[config.mk]
export PLATFORM = sky130hd
export DESIGN_NAME = acc_mac_resp
export DESIGN_NICKNAME = d
export VERILOG_FILES = /design/src/rtl/acc_pkg.sv /design/src/rtl/mul_serial.sv /design/src/rtl/acc_mac_resp.sv
export SDC_FILE = /design/constraint.sdc
export NUM_CORES = 1
export LEC_CHECK = 0
export ABC_AREA = 1
export CAP_MARGIN = 15
export CELL_PAD_IN_SITES_DETAIL_PLACEMENT = 1
export CELL_PAD_IN_SITES_GLOBAL_PLACEMENT = 1
export CORE_UTILIZATION = 41
export CTS_BUF_LIST = sky130_fd_sc_hd__clkbuf_4 sky130_fd_sc_hd__clkbuf_8
export DETAILED_ROUTE_END_ITERATION = 10
export PLACE_DENSITY_LB_ADDON = 0.1
export SKIP_CTS_REPAIR_TIMING = 1
export SYNTH_ARGS = -nofsm -noshare
export SYNTH_HDL_FRONTEND = slang
export SYNTH_SLANG_ARGS = --single-unit
[constraint.sdc]
create_clock -name clk -period 2.8 [get_ports clk]
set_input_delay 0.28 -clock clk [delete_from_list [all_inputs] [get_ports clk]]
set_output_delay 0.28 -clock clk [all_outputs]
set_load 0.03 [all_outputs]
[src/rtl/acc_pkg.sv]
// Shared register offsets, CTRL bit positions and FSM states for the
// accumulator-window multiply-accumulate responder.
package acc_pkg;

    localparam logic [1:0] ACC_OPA  = 2'd0;
    localparam logic [1:0] ACC_OPB  = 2'd1;
    localparam logic [1:0] ACC_ACC  = 2'd2;
    localparam logic [1:0] ACC_CTRL = 2'd3;

    // CTRL write bits
    localparam int CTRL_START = 0;
    localparam int CTRL_CLR   = 1;

    // CTRL read bits
    localparam int STAT_BUSY = 0;
    localparam int STAT_DONE = 1;
    localparam int STAT_OVF  = 2;

    typedef enum logic [1:0] {
        IDLE  = 2'd0,
        RUN   = 2'd1,
        ACCUM = 2'd2
    } acc_state_e;

endpackage

[src/rtl/mul_serial.sv]
// Shift-add multiplier datapath: one multiplier bit per step, product
// truncated to WIDTH bits; last flags the final step of a multiply.
module mul_serial #(
    parameter int WIDTH = 32
) (
    input  logic             clk,
    input  logic             rst_n,
    input  logic             load,
    input  logic             step,
    input  logic [WIDTH-1:0] a,
    input  logic [WIDTH-1:0] b,
    output logic [WIDTH-1:0] prod,
    output logic             last
);

    localparam int CW = $clog2(WIDTH) + 1;
    localparam logic [CW-1:0] LAST_CNT = CW'(WIDTH - 1);

    logic [WIDTH-1:0] mcand;
    logic [WIDTH-1:0] mplier;
    logic [CW-1:0]    cnt;

    always_ff @(posedge clk) begin
        if (!rst_n) begin
            cnt <= '0;
        end else if (load) begin
            cnt <= '0;
        end else if (step) begin
            cnt <= cnt + CW'(1);
        end
    end

    // Operand and product registers carry no reset; load always precedes use.
    always_ff @(posedge clk) begin
        if (load) begin
            mcand  <= a;
            mplier <= b;
            prod   <= '0;
        end else if (step) begin
            if (mplier[0]) begin
                prod <= prod + mcand;
            end
            mcand  <= mcand << 1;
            mplier <= mplier >> 1;
        end
    end

    assign last = (cnt == LAST_CNT);

endmodule

[src/rtl/acc_mac_resp.sv]
// Memory-mapped multiply-accumulate responder: OPA/OPB/ACC/CTRL register
// file, bus decode and the IDLE/RUN/ACCUM sequencer around mul_serial.
module acc_mac_resp
    import acc_pkg::*;
#(
    parameter int WIDTH = 32
) (
    input  logic             clk,
    input  logic             rst_n,
    input  logic             en,
    input  logic [3:0]       addr,
    input  logic [3:0]       we,
    input  logic [WIDTH-1:0] wdata,
    output logic [WIDTH-1:0] rdata,
    output logic             busy
);

    localparam int NB = (WIDTH / 8 < 4) ? WIDTH / 8 : 4;

    acc_state_e state;
    acc_state_e state_nxt;

    logic [WIDTH-1:0] opa;
    logic [WIDTH-1:0] opb;
    logic [WIDTH-1:0] acc;
    logic             done;
    logic             ovf;

    logic [1:0]       sel;
    logic             wr;
    logic             start_req;
    logic             start_acc;
    logic             mul_step;
    logic             accum;
    logic [WIDTH-1:0] prod;
    logic             mul_last;
    logic [WIDTH:0]   acc_sum;
    logic             unused_addr;

    function automatic logic [WIDTH-1:0] byte_merge(
        input logic [WIDTH-1:0] cur,
        input logic [WIDTH-1:0] nw,
        input logic [3:0]       be
    );
        logic [WIDTH-1:0] r;
        r = cur;
        for (int i = 0; i < NB; i++) begin
            if (be[i]) begin
                r[i*8 +: 8] = nw[i*8 +: 8];
            end
        end
        return r;
    endfunction

    assign sel         = addr[3:2];
    assign unused_addr = ^addr[1:0];
    assign wr          = en && (we != 4'b0000);
    assign start_req   = wr && (sel == ACC_CTRL) && we[0] && wdata[CTRL_START];
    assign busy        = (state != IDLE);
    assign acc_sum     = {1'b0, acc} + {1'b0, prod};

    mul_serial #(
        .WIDTH (WIDTH)
    ) u_mul (
        .clk   (clk),
        .rst_n (rst_n),
        .load  (start_acc),
        .step  (mul_step),
        .a     (opa),
        .b     (opb),
        .prod  (prod),
        .last  (mul_last)
    );

    always_ff @(posedge clk) begin
        if (!rst_n) begin
            state <= IDLE;
        end else begin
            state <= state_nxt;
        end
    end

    // A start is only accepted from IDLE; starts while busy fall through.
    always_comb begin
        state_nxt = state;
        start_acc = 1'b0;
        mul_step  = 1'b0;
        accum     = 1'b0;
        case (state)
            IDLE: begin
                if (start_req) begin
                    start_acc = 1'b1;
                    state_nxt = RUN;
                end
            end
            RUN: begin
                mul_step = 1'b1;
                if (mul_last) begin
                    state_nxt = ACCUM;
                end
            end
            ACCUM: begin
                accum     = 1'b1;
                state_nxt = IDLE;
            end
            default: state_nxt = IDLE;
        endcase
    end

    // Operands stay writable mid-run: the multiplier copied them at start.
    always_ff @(posedge clk) begin
        if (!rst_n) begin
            opa  <= '0;
            opb  <= '0;
            acc  <= '0;
            done <= 1'b0;
            ovf  <= 1'b0;
        end else begin
            if (wr && (sel == ACC_OPA)) begin
                opa <= byte_merge(opa, wdata, we);
            end
            if (wr && (sel == ACC_OPB)) begin
                opb <= byte_merge(opb, wdata, we);
            end

            if (accum) begin
                acc <= acc_sum[WIDTH-1:0];
            end else if (start_acc && wdata[CTRL_CLR]) begin
                acc <= '0;
            end else if (wr && (sel == ACC_ACC) && !busy) begin
                acc <= byte_merge(acc, wdata, we);
            end

            if (start_acc) begin
                done <= 1'b0;
                ovf  <= 1'b0;
            end else if (accum) begin
                done <= 1'b1;
                ovf  <= acc_sum[WIDTH];
            end
        end
    end

    always_comb begin
        rdata = '0;
        if (en) begin
            case (sel)
                ACC_OPA:  rdata = opa;
                ACC_OPB:  rdata = opb;
                ACC_ACC:  rdata = acc;
                default:  rdata = {{(WIDTH-3){1'b0}}, ovf, done, busy};
            endcase
        end
    end

endmodule

### Routed metal, one colour a layer, run 1

Two of the layers only.
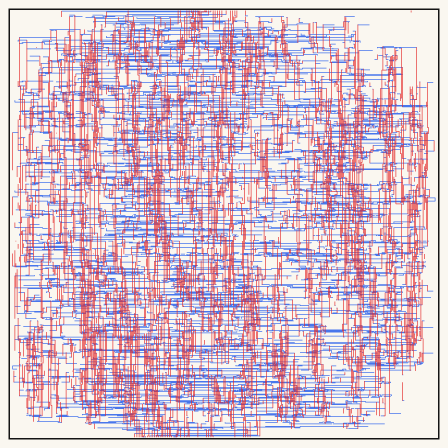
blue -> M1  # wire length 22.8 mm
red -> M2  # wire length 19800 um
all-layer global routing usage: 0.282
routed len/inst: 18.4 um
WL final: 45.5 mm

### Floorplan with the power grid, run 1

Scale bar: 50 um. Pins as bars on the die edge. Tap cells in grey.
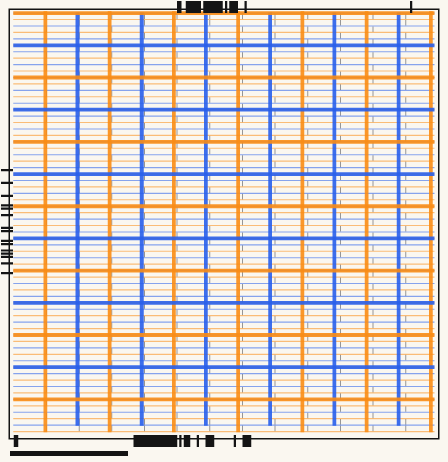
orange -> VSS
blue -> VDD
tap cells = 402
met4 straps = 13

==> impl_metrics.yaml, run 1 <==
# synthesis and place-and-route metrics
power:
  top_power_group: "registers"
  p_sw_uw: 3220
  combPwrFrac: 0.269
  pwr_density_cell_nw_per_um2: 601
  seq_power_share: 0.384
  power.internal_uw: 5860
  p_clk_frac: 0.347
  power.leakage_uw: 0.00735
  finalPower_uw: 9080
  p_clk_uw: 3150
  switching_share: 0.355
  max-vdd-ir-drop_mv: 0.313
  comb_power_uw: 2440
  powerSeq_uw: 3490
final_layout:
  lay_top_cells: "nand2_1 (549), inv_1 (331), o21ai_0 (176)"
  dominant_cells: "combinational gates"
  signal_buffers: 98
  regArea_um2: 4680
  clockBufferCount: 62
  seq-cell-share: 0.310
  n_fill_cell: 4128
  multiInputCombCellCount: 1363
  drive_gt1_frac: 0.0738
  finalNonFillerCells: 2476
  comb_share: 0.456
  diodes: 0
  flops: 202
  fin_area_um2: 15100
  utilization: 0.480
  buffer_area_frac: 0.0611
  final_nets: 2151
  inv_count: 336
  lay_top_count: "nand2_1"
  clkCellAreaFrac: 0.0559
  comb_area_um2: 6900
  areaGrowthSynthToFinish_pct: 15.3
floorplanning:
  fp-row-count: 65
  die_w_um: 181
  coreArea_um2: 31500
  ios: 76
  tap_cells: 402
  dieArea_um2: 32700
  fp_util: 0.417
  fp.dieH_um: 181
final_timing:
  rsz0062_at_grt: "false"
  setup_ws_ns: 0.321
  maxSlewViolCount: 0
  tightestPinTransition_ns: 0.906
  finalHoldViolCount: 0
  period_minus_slack_ns: 2.48
  finalSetupTns_ns: 0
  fmax_ghz: 0.403
  skew_ns: 0.0389
  timing.final.crit_share: 0.886
  holdWs_ns: 0.0314
  max-slew-margin-rel: 0.396
worst_setup_path:
  reg2reg_to: "acc[30]$_SDFFE_PN0P_"
  r2r_cells: 13
  cp_num_buf_inv: 0
  path_depth: 13
  end_kind: "flip-flop"
  max_stage_delay_ns: 0.45
  arrival_ns: 2.96
  r2r_slack_ns: 0.32
  cp_max_fo: 4
  crit_path_end: "acc[30]$_SDFFE_PN0P_"
  cp.required_ns: 3.28
  rr_startpoint: "u_mul.prod[0]$_SDFFE_PN0P_"
  cp_common_cell: "nand2_1"
  cp_top_family: "simple AND/OR/NAND/NOR gates"
  worstPathCellList: "ha_1, fa_1, nand3_1, nand3_1, nand2_1, nand2_1, nand2_1, nand2_1, nand2_1, nand2_1, nand2_1, nand3_1, a21oi_1"
  startpoint: "u_mul.prod[0]$_SDFFE_PN0P_"
  crit_type: "reg2reg"
global_route:
  grt_use_met3: 0.0389
  top_usage_layer: "met2"
  use_met2: 0.443
  antenna_found_initial: 0
  grt_util_met1: 0.405
  grt_pass1_vias: 13319
  grt_max_degree: 97
  grt_pass1_wl_mm: 72.4
drt:
  top_layer: "met4"
  vias: 13172
  drtPass1Iterations: 4
  dr_wl_met2_mm: 19.8
  drtIter0Drc: 811
  antenna_left: 0
  drt-met1-wl_mm: 22.8
  route.met3.wl_mm: 2.13
  via_per_inst: 5.32
  drc: 0
synth:
  syn_area_um2: 13100
  ys_sh_mux: 0
  synthCells: 1959
  syn_nets: 2068
  ys_sh_adder: 0.0641
  yosys.area_share.aoi: 0.194
  numSynthFlops: 202
  yosys_area_um2: 13100
  synthFlopType: "dfxtp_1"
  async_reset_ff_frac: 0
  yosysTopAreaCellShare: 0.211
  topCellsByArea: "dfxtp_1 (21%), nand2_1 (16%), edfxtp_1 (15%)"
  top_cells_by_count: "nand2_1 (550), inv_1 (331), o21ai_0 (176)"
  yosysSeqAreaShare: 0.357
  synth-edff-count: 64
  synth_top_cell_by_count: "nand2_1"
  synth_warnings: 0
  syn_avg_cell_area_um2: 6.69
  logic_family: "simple AND/OR/NAND/NOR gates"
  yosysTopAreaCell: "dfxtp_1"
  ys_sh_simple: 0.253
  synth_cell_types: 44
  synthXorXnorAreaFrac: 0.0147
  ys_cells: 1959
placed_design:
  pre_cts_slack_ns: 0.287
  numPortBuffers: 73
  placed_area_um2: 14300
  dpl.cell_count: 2401
  dp_hpwl_mm: 36.0
  place_congestion: 0.953
clock_network:
  clkLatencyLatePin_ns: 0.56
  cts_buffer_depth: 3
  clock_sinks: 202
  clk_pin_slew_worst_paths_ns: 0.06
  cts_max_level: 2
  cts_buffers: 41
  cts_tree: "yes"
status:
  status: "finished, final reports clean"
run:
  maxCapViolCount: 0
  tool_warnings: 28
worst_hold_path:
  hp-class: "in2reg"
  hold-path-cell-count: 3
  hold_path_end: "state[0]$_SDFFE_PN0P_"
### Zoomed window, run 1

Window x 123 to 148, y 33 to 58 um. Cells in grey, sequential cells in the stronger grey; small squares are vias.
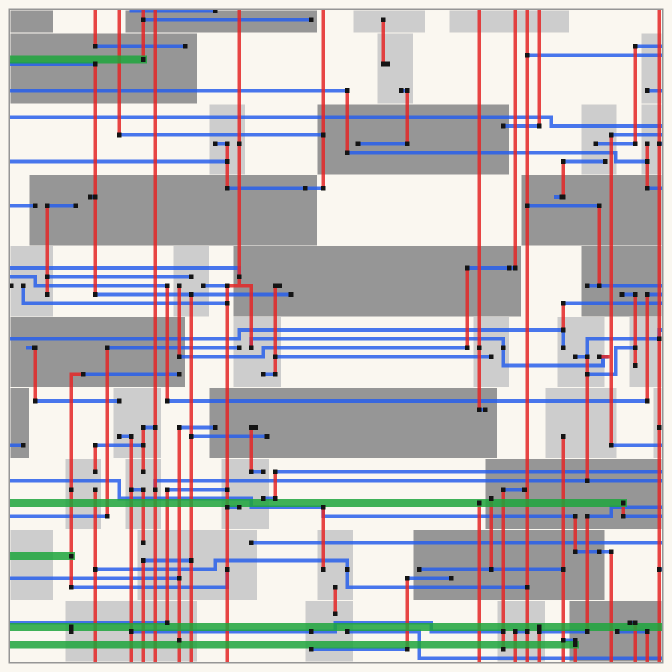
green -> M3
blue -> M1
red -> M2
netlist names of flops here include = u_mul.prod (5), u_mul.mcand (4)
most frequent = nand2_1 (6), dfxtp_1 (5)
sequential cells in the window = 9
cells with their middle in the window = 29

==> run 1 -> run 2 <==
Settings changed: CORE_ASPECT_RATIO set to 1.2, CTS_CLUSTER_DIAMETER set to 30.
### Routed metal, one colour a layer, run 2

Two of the layers only.
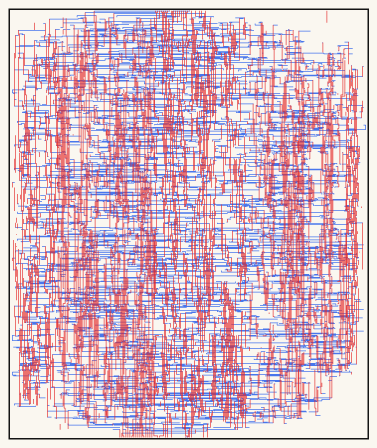
blue -> M1  # wire length 21.5 mm
red -> M2  # wire length 21.5 mm
via count: 13300
WL final: 45.9 mm
routed len/inst: 18.4 um
all-layer global routing usage: 0.287

### Zoomed window, run 2

Window x 111 to 136, y 37 to 62 um. Cells in grey, sequential cells in the stronger grey; small squares are vias.
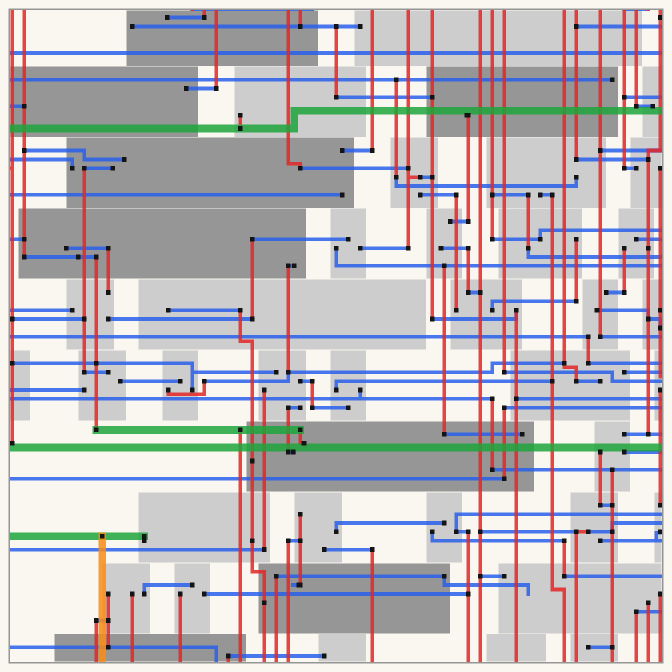
orange -> M4
blue -> M1
red -> M2
green -> M3
most frequent = nand2_1 (7), edfxtp_1 (4)
netlist names of flops here include = u_mul.mcand (4), u_mul.prod (3)
cells with their middle in the window = 34
sequential cells in the window = 7

==> run 2 against run 1 <==
Net effect: combinational power about the same; non-clock buffer count decreased by 3; wire length increased by 0.88%; sequential share of layout area down 0.67 points; synthesized area stayed put; sequential power about the same; count of clock-buffer cells in the layout increased by 5; hold slack improved by 0.38 ns; synthesized cell count did not move; largest power group is now clock.
==> impl_metrics.yaml, run 2 <==
# synthesis and place-and-route metrics
status:
  status: "finished, final reports clean"
power:
  powerSeq_uw: 3480
  pwr_density_cell_nw_per_um2: 654
  max-vdd-ir-drop_mv: 0.347
  switching_share: 0.337
  comb_power_uw: 2450
  seq_power_share: 0.345
  p_sw_uw: 3400
floorplanning:
  fp_util: 0.417
  fp.dieH_um: 198
  dieArea_um2: 32700
  fp-row-count: 71
  die_w_um: 165
clock_network:
  clock_sinks: 202
  clk_pin_slew_worst_paths_ns: 0.06
  cts_buffers: 51
  cts_buffer_depth: 3
synth:
  synthFlopType: "dfxtp_1"
  async_reset_ff_frac: 0
  ys_cells: 1959
  numSynthFlops: 202
  logic_family: "simple AND/OR/NAND/NOR gates"
  yosysSeqAreaShare: 0.357
  ys_sh_simple: 0.253
worst_setup_path:
  path_depth: 5
  end_kind: "output port"
  startpoint: "state[1]$_SDFFE_PN0P_"
  cp_max_fo: 3
  max_stage_delay_ns: 0.71
  r2r_cells: 11
  r2r_slack_ns: 0.40
  cp_num_buf_inv: 2
  rr_startpoint: "acc[0]$_SDFFE_PN0P_"
  reg2reg_to: "ovf$_SDFFE_PP0P_"
final_layout:
  lay_top_count: "nand2_1"
  signal_buffers: 95
  drive_gt1_frac: 0.0817
  n_fill_cell: 4171
  finalNonFillerCells: 2493
  final_nets: 2158
  dominant_cells: "combinational gates"
  buffer_area_frac: 0.0593
  flops: 202
  clkCellAreaFrac: 0.0769
  utilization: 0.491
  fin_area_um2: 15500
  lay_top_cells: "nand2_1 (549), inv_1 (331), o21ai_0 (176)"
drt:
  drt-met1-wl_mm: 21.5
  drc: 0
  route.met3.wl_mm: 1.89
  via_per_inst: 5.33
  antenna_left: 0
placed_design:
  place_congestion: 0.932
  placed_area_um2: 14300
final_timing:
  period_minus_slack_ns: 2.50
  tightestPinTransition_ns: 0.873
  rsz0062_at_grt: "false"
  skew_ns: 0.0272
  setup_ws_ns: 0.297
run:
  maxCapViolCount: 0
  tool_warnings: 28
worst_hold_path:
  hold_path_end: "opb[16]$_SDFFE_PN0P_"
global_route:
  grt_max_degree: 97
No activity file was given, so power comes from the tool's default toggle rates.
